[config.mk]
export PLATFORM = sky130hd
export DESIGN_NAME = serial_adder
export DESIGN_NICKNAME = d
export VERILOG_FILES = /design/src/rtl/serial_adder.sv
export SDC_FILE = /design/constraint.sdc
export NUM_CORES = 1
export LEC_CHECK = 0
export ABC_AREA = 1
export CAP_MARGIN = 10
export CORE_MARGIN = 8
export CORE_UTILIZATION = 35
export DETAILED_ROUTE_END_ITERATION = 6
export HOLD_SLACK_MARGIN = 0.03
export PLACE_DENSITY = 0.6
export SETUP_SLACK_MARGIN = 0.3
export SYNTH_ARGS = -nofsm -noshare
export SYNTH_HDL_FRONTEND = slang
export SYNTH_SLANG_ARGS = --single-unit
[constraint.sdc]
create_clock -name clk -period 1.65 [get_ports clk]
set_clock_uncertainty 0.05 [all_clocks]
set_input_delay 0.2475 -clock clk [delete_from_list [all_inputs] [get_ports clk]]
set_output_delay 0.2475 -clock clk [all_outputs]
set_load 0.01 [all_outputs]
[src/rtl/serial_adder.sv]
// Digit-serial adder: {cout, sum} = a + b + cin, DIGIT bits per clock over WIDTH/DIGIT cycles,
// with ready/valid handshakes on both sides and a two's-complement overflow flag.
module serial_adder #(
    parameter int WIDTH = 8,
    parameter int DIGIT = 1
) (
    input  logic             clk,
    input  logic             rst,
    input  logic             in_valid,
    output logic             in_ready,
    input  logic [WIDTH-1:0] a,
    input  logic [WIDTH-1:0] b,
    input  logic             cin,
    output logic             out_valid,
    input  logic             out_ready,
    output logic [WIDTH-1:0] sum,
    output logic             cout,
    output logic             ovf,
    output logic             busy
);

    localparam int N  = WIDTH / DIGIT;
    localparam int CW = $clog2(N + 1);

    typedef enum logic [1:0] {
        S_IDLE = 2'd0,
        S_RUN  = 2'd1,
        S_DONE = 2'd2
    } state_t;

    state_t           state_q, state_d;
    logic [WIDTH-1:0] a_q, a_d;
    logic [WIDTH-1:0] b_q, b_d;
    logic [WIDTH-1:0] psum_q, psum_d;
    logic [WIDTH-1:0] sum_q, sum_d;
    logic [CW-1:0]    cnt_q, cnt_d;
    logic             carry_q, carry_d;
    logic             cout_q, cout_d;
    logic             ovf_q, ovf_d;

    logic [DIGIT:0]   rc;
    logic [DIGIT-1:0] dig_sum;
    logic [WIDTH+DIGIT-1:0] psum_cat;

    // Ripple chain across one digit; rc[DIGIT-1] is the carry into the digit's top bit,
    // which on the last digit is the carry into bit WIDTH-1 needed for overflow.
    assign rc[0] = carry_q;
    generate
        for (genvar gi = 0; gi < DIGIT; gi++) begin : g_ripple
            assign dig_sum[gi] = a_q[gi] ^ b_q[gi] ^ rc[gi];
            assign rc[gi+1]    = (a_q[gi] & b_q[gi]) | (rc[gi] & (a_q[gi] ^ b_q[gi]));
        end
    endgenerate

    assign psum_cat = {dig_sum, psum_q};

    always_comb begin
        state_d = state_q;
        a_d     = a_q;
        b_d     = b_q;
        psum_d  = psum_q;
        sum_d   = sum_q;
        cnt_d   = cnt_q;
        carry_d = carry_q;
        cout_d  = cout_q;
        ovf_d   = ovf_q;
        case (state_q)
            S_IDLE: begin
                if (in_valid) begin
                    a_d     = a;
                    b_d     = b;
                    carry_d = cin;
                    cnt_d   = '0;
                    psum_d  = '0;
                    state_d = S_RUN;
                end
            end
            S_RUN: begin
                psum_d  = psum_cat[WIDTH+DIGIT-1:DIGIT];
                a_d     = a_q >> DIGIT;
                b_d     = b_q >> DIGIT;
                carry_d = rc[DIGIT];
                cnt_d   = cnt_q + 1'b1;
                if (cnt_q == CW'(N - 1)) begin
                    sum_d   = psum_cat[WIDTH+DIGIT-1:DIGIT];
                    cout_d  = rc[DIGIT];
                    ovf_d   = rc[DIGIT-1] ^ rc[DIGIT];
                    state_d = S_DONE;
                end
            end
            S_DONE: begin
                if (out_ready) begin
                    state_d = S_IDLE;
                end
            end
            default: state_d = S_IDLE;
        endcase
    end

    always_ff @(posedge clk or posedge rst) begin
        if (rst) begin
            state_q <= S_IDLE;
            a_q     <= '0;
            b_q     <= '0;
            psum_q  <= '0;
            sum_q   <= '0;
            cnt_q   <= '0;
            carry_q <= 1'b0;
            cout_q  <= 1'b0;
            ovf_q   <= 1'b0;
        end else begin
            state_q <= state_d;
            a_q     <= a_d;
            b_q     <= b_d;
            psum_q  <= psum_d;
            sum_q   <= sum_d;
            cnt_q   <= cnt_d;
            carry_q <= carry_d;
            cout_q  <= cout_d;
            ovf_q   <= ovf_d;
        end
    end

    // in_ready is masked by rst so upstream never sees a ready block while reset is held.
    assign in_ready  = (state_q == S_IDLE) && !rst;
    assign out_valid = (state_q == S_DONE);
    assign busy      = (state_q == S_RUN) || (state_q == S_DONE);
    assign sum       = sum_q;
    assign cout      = cout_q;
    assign ovf       = ovf_q;

endmodule

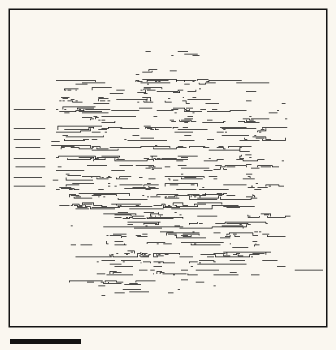
**Above:** run 1 (metal 1).
The bar under the picture is 20 microns long.
261 nets have wire on it. The longest straight run is 22.5 microns. The layer carries 1910 microns of wire.
M1 GR Usage: 13.5%
Routed WL: 4.37 mm

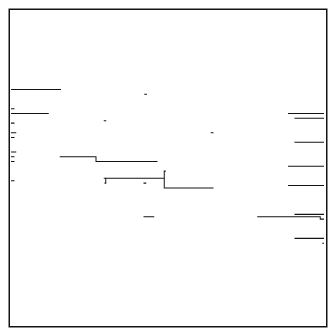
**Above:** run 1 (signal wires on met3).
22 nets have wire on it. The longest straight run is 17.7 microns. The wires run mostly horizontal. The layer holds 4.2% of the routed length.
M3 GR Usage: 3.22%
via count: 1574

==> impl_metrics.ini, run 1 <==
; synthesis and place-and-route metrics
[run_status]
status = finished clean

[route]
drt-wirelength-per-cell_microns = 12.7
vias_per_cell = 4.59
dr.pass1.iters = 4
first_iter_violations = 34

[synthesis]
synth_async_sr_flop_share_pct = 100
aoi_share_pct = 14.4
syn_inst = 215
ys_seq_share_pct = 52.9
area_leaders = dfrtp_1 (53%), nand2_1 (13%), o21ai_1 (7.9%)
yosys.area_share.adder_pct = 3.71
edf_count = 0
yosys.area.top_type = dfrtp_1
synth_flop_count = 40
top_cell = nand2_1

[clock_tree]
cts_setup_buffers = 7
insertion_delay_ns = 0.29
cts_buffers = 5
clk_pin_slew_worst_paths_ns = 0.08
cts_sinks = 40

[final_timing]
layout_min_cycle_time_ns = 1.46
fmaxAchievable_mhz = 684
tns_ns = 0
rsz0062_at_grt = yes
fin_crit_sh_pct = 88.6
setup_ws_ns = 0.188
relSlewSlack_pct = 84.8

[layout]
final_area_sq_um = 2820
nets = 298
syn_to_final_growth_pct = 49.2
finalNonFillerCells = 343

[grt]
grt_overflow = 0
grt_pass1_wl_mm = 7.02
grt_pass1_vias = 1599

[placed_design]
routabilityCongestion = 0.794
dpl_cell_area_sq_um = 2340
io_buffers = 33
pre_cts_ws_ns = 0.0358

[power]
vdd_ir_drop_max_mv = 0.802
leakagePower_nw = 1.38
combinationalPowerShare_pct = 53.3
swShare_pct = 38.1
comb_power_mw = 2.71
powerSeq_mw = 1.54
p_clk_mw = 0.844

[floorplanning]
rows = 26
io_pins = 34
die_w_microns = 89.5

[worst_setup_path]
end_kind = register
worstRegToRegCells = 8
arrival_ns = 1.60
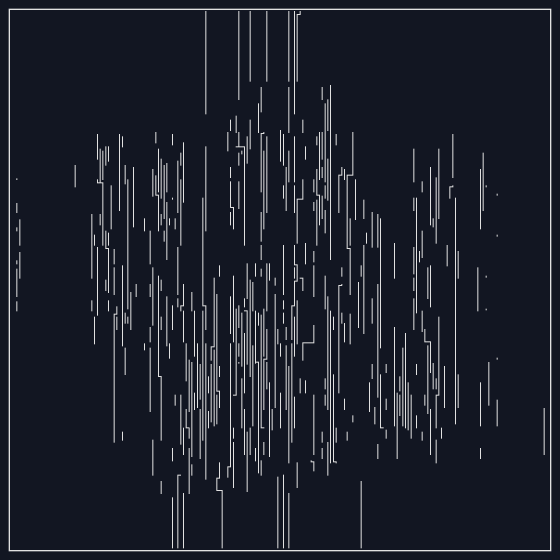
**Above:** run 1 (metal 2).
237 nets have wire on it. The layer holds 50% of the routed length.
GR Util met2: 18.7%

## run 1: flip-flops by register name (all words and copies together), names as in the netlist, 2 cells and up
name     cells
sum          8
state_q      2
b_q          8
psum_q       7
a_q          8
cnt_q        4
## run 1: metal layers
| layer | global-route usage, % | vias to the layer above | wire, microns |
|---|---|---|---|
| met2 | 18.7 | 28 | 2200 |
| met5 | 0 | - | 0 |
| li1 | - | 796 | - |
| met1 | 13.5 | 742 | 1910 |
| met3 | 3.22 | 8 | 181 |
| met4 | 5.59 | 0 | 76 |
## run 1: worst max-delay path, cell delays in order (launching register included)
cell	delay (ns)
dfrtp_1	0.39
inv_2	0.08
buf_4	0.12
ha_4	0.19
nand4_1	0.12
buf_6	0.15
clkbuf_16	0.15
nand2_1	0.05
o21ai_1	0.05
## run 1: layout by cell type, fill, tap and decap left out, types with 4 or more instances in the layout
cell type and n:
buf_6 10, nand2_1 58, o21ai_2 8, dfrtp_1 40, o21ai_1 24, clkbuf_8 6, buf_12 4, inv_1 27
clkdlybuf4s50_1 20, dlygate4sd2_1 10, buf_4 10, nand2_4 4, o22ai_1 4, nand2_2 8
## run 1: worst paths after layout
kind                              end  slack (ns)        from
min reg2reg                      cout        0.44        cout
min                        state_q[0]        0.29         rst
min in group clk                 cout        0.44        cout
max reg2reg                    sum[5]        0.19  state_q[1]
max in group asynchronous    cnt_q[3]        1.06         rst
max                            sum[5]        0.19  state_q[1]
## run 1: layout make-up
cell class / instances / area [sq um]
fill: 473 / 2350
sequential: 40 / 1000
multi-input combinational: 135 / 843
timing repair buffer: 58 / 638
inverter: 32 / 130
tap: 70 / 87.6
clock buffer: 6 / 82.6
clock inverter: 2 / 38.8
==> run 2: changes to the inputs <==
--- a/config.mk
+++ b/config.mk
@@ -6,6 +6,7 @@
 export NUM_CORES = 1
 export LEC_CHECK = 0
 export ABC_AREA = 1
+export ABC_CLOCK_PERIOD_IN_PS = 1650
 export CAP_MARGIN = 10
 export CORE_MARGIN = 8
 export CORE_UTILIZATION = 35
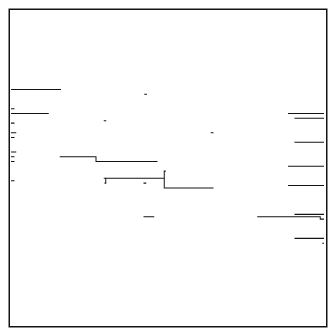
**Above:** run 2 (signal wires on met3).
The layer holds 4.2% of the routed length. The wires run mostly horizontal. 22 nets have wire on it. The layer carries 181 microns of wire. The longest straight run is 17.7 microns.

==> run 2 against run 1 <==
Effect of this change:
- clock-buffer cell count did not move
- power stayed put
- area after synthesis did not move
- cell area did not move
- routed wire length did not move
- clock power about the same
- via count unchanged
- sequential power hardly changed
- largest power group unchanged
==> impl_metrics.ini, run 2 <==
; synthesis and place-and-route metrics
[run_status]
status = finished clean

[flow_run]
tool_warnings = 30

[synthesis]
syn_inst = 215
top_cell = nand2_1
yosys.area.top_type = dfrtp_1
aoi_share_pct = 14.4
yosys.area_share.adder_pct = 3.71
ys_seq_share_pct = 52.9
area_leaders = dfrtp_1 (53%), nand2_1 (13%), o21ai_1 (7.9%)
synth_area_sq_um = 1890
edf_count = 0
ys.flop_type = dfrtp_1
synth_async_sr_flop_share_pct = 100
synth_flop_count = 40
ys_cells = 215
syn_avg_cell_area_sq_um = 8.79

[route]
drt-wirelength-per-cell_microns = 12.7
wirelength_mm = 4.37
vias_per_cell = 4.59
first_iter_violations = 34
vias = 1574
dr.pass1.iters = 4

[grt]
grt_overflow = 0
grt_pass1_vias = 1599
grt_pass1_wl_mm = 7.02

[layout]
logic_area_sq_um = 843
nets = 298
lay_top_count = nand2_1
lay_top_cells = nand2_1 (58), dfrtp_1 (40), inv_1 (27)
fillers = 473
finalNonFillerCells = 343
syn_to_final_growth_pct = 49.2
seqCellArea_sq_um = 1000

[final_timing]
fmaxAchievable_mhz = 684
tightest_slew_ns = 0.227
setup_ws_ns = 0.188
tns_ns = 0
layout_min_cycle_time_ns = 1.46
relSlewSlack_pct = 84.8
rsz0062_at_grt = yes
maxSlewViolCount = 0
fin_crit_sh_pct = 88.6
hold_viol = 0
holdWs_ns = 0.285

[worst_setup_path]
crit_type = reg -> reg
arrival_ns = 1.60
end_kind = register
start_kind = register

[placed_design]
pre_cts_ws_ns = 0.0358
routabilityCongestion = 0.794
io_buffers = 33

[floorplanning]
die_w_microns = 89.5
rows = 26
core_area_sq_um = 5170
io_pins = 34

[power]
vdd_ir_drop_max_mv = 0.802
leakagePower_nw = 1.38

[clock_tree]
insertion_delay_ns = 0.29
cts_sinks = 40
cts_buffers = 5
clk_pin_slew_worst_paths_ns = 0.08
run 2: cell counts in the layout (fill, tap and decap cells not counted):
No cell type changed its count.
run 2: cell type report:
cell class	instances	area share, %
clock inverter	2	1.37
clock buffer	6	2.93
tap	70	3.10
multi-input combinational	135	29.9
inverter	32	4.61
sequential	40	35.5
timing repair buffer	58	22.6
run 2: repair_timing:
action	in CTS	in global routing
setup buffers	7	4
gates resized	36	42
cloned	2	3
pin swaps	2	12
endpoints found under the setup margin	53	43
run 2: final timing paths:
check	startpoint	endpoint	slack, ns	depth (start not counted)
setup / recovery	state_q[1]	sum[5]	0.19	8
hold / removal	rst	state_q[0]	0.29	3
setup reg to reg	state_q[1]	sum[5]	0.19	8
hold reg to reg	cout	cout	0.44	2
max in group asynchronous	rst	cnt_q[3]	1.06	3
min in group clk	cout	cout	0.44	2
run 2: per-layer routing:
| metal | global-route usage (%) | vias up | part of all wire (%) |
|---|---|---|---|
| met4 | 5.59 | 0 | 1.7 |
| li1 | - | 796 | - |
| met3 | 3.22 | 8 | 4.1 |
| met2 | 18.7 | 28 | 50 |
| met5 | 0 | - | 0 |
| met1 | 13.5 | 742 | 44 |
run 2: report_power, final:
part	switching, mW	total [mW]	internal [mW]
Clock	0.350	0.844	0.495
Combinational	1.41	2.71	1.30
Sequential	0.175	1.54	1.36
run 2: worst max-delay path: stages (launching register included):
cell	delay (ns)
dfrtp_1	0.39
inv_2	0.08
buf_4	0.12
ha_4	0.19
nand4_1	0.12
buf_6	0.15
clkbuf_16	0.15
nand2_1	0.05
o21ai_1	0.05
run 2: per-stage QoR:
stage / util [%] / area (sq um)
2_1_floorplan: - / 1890
6_report: 54.5 / 2820
3_3_place_gp: 45.2 / 2340
3_5_place_dp: 45.2 / 2340
5_1_grt: 54.5 / 2820
4_1_cts: 49.5 / 2560
No activity file was given, so power comes from the tool's default toggle rates.
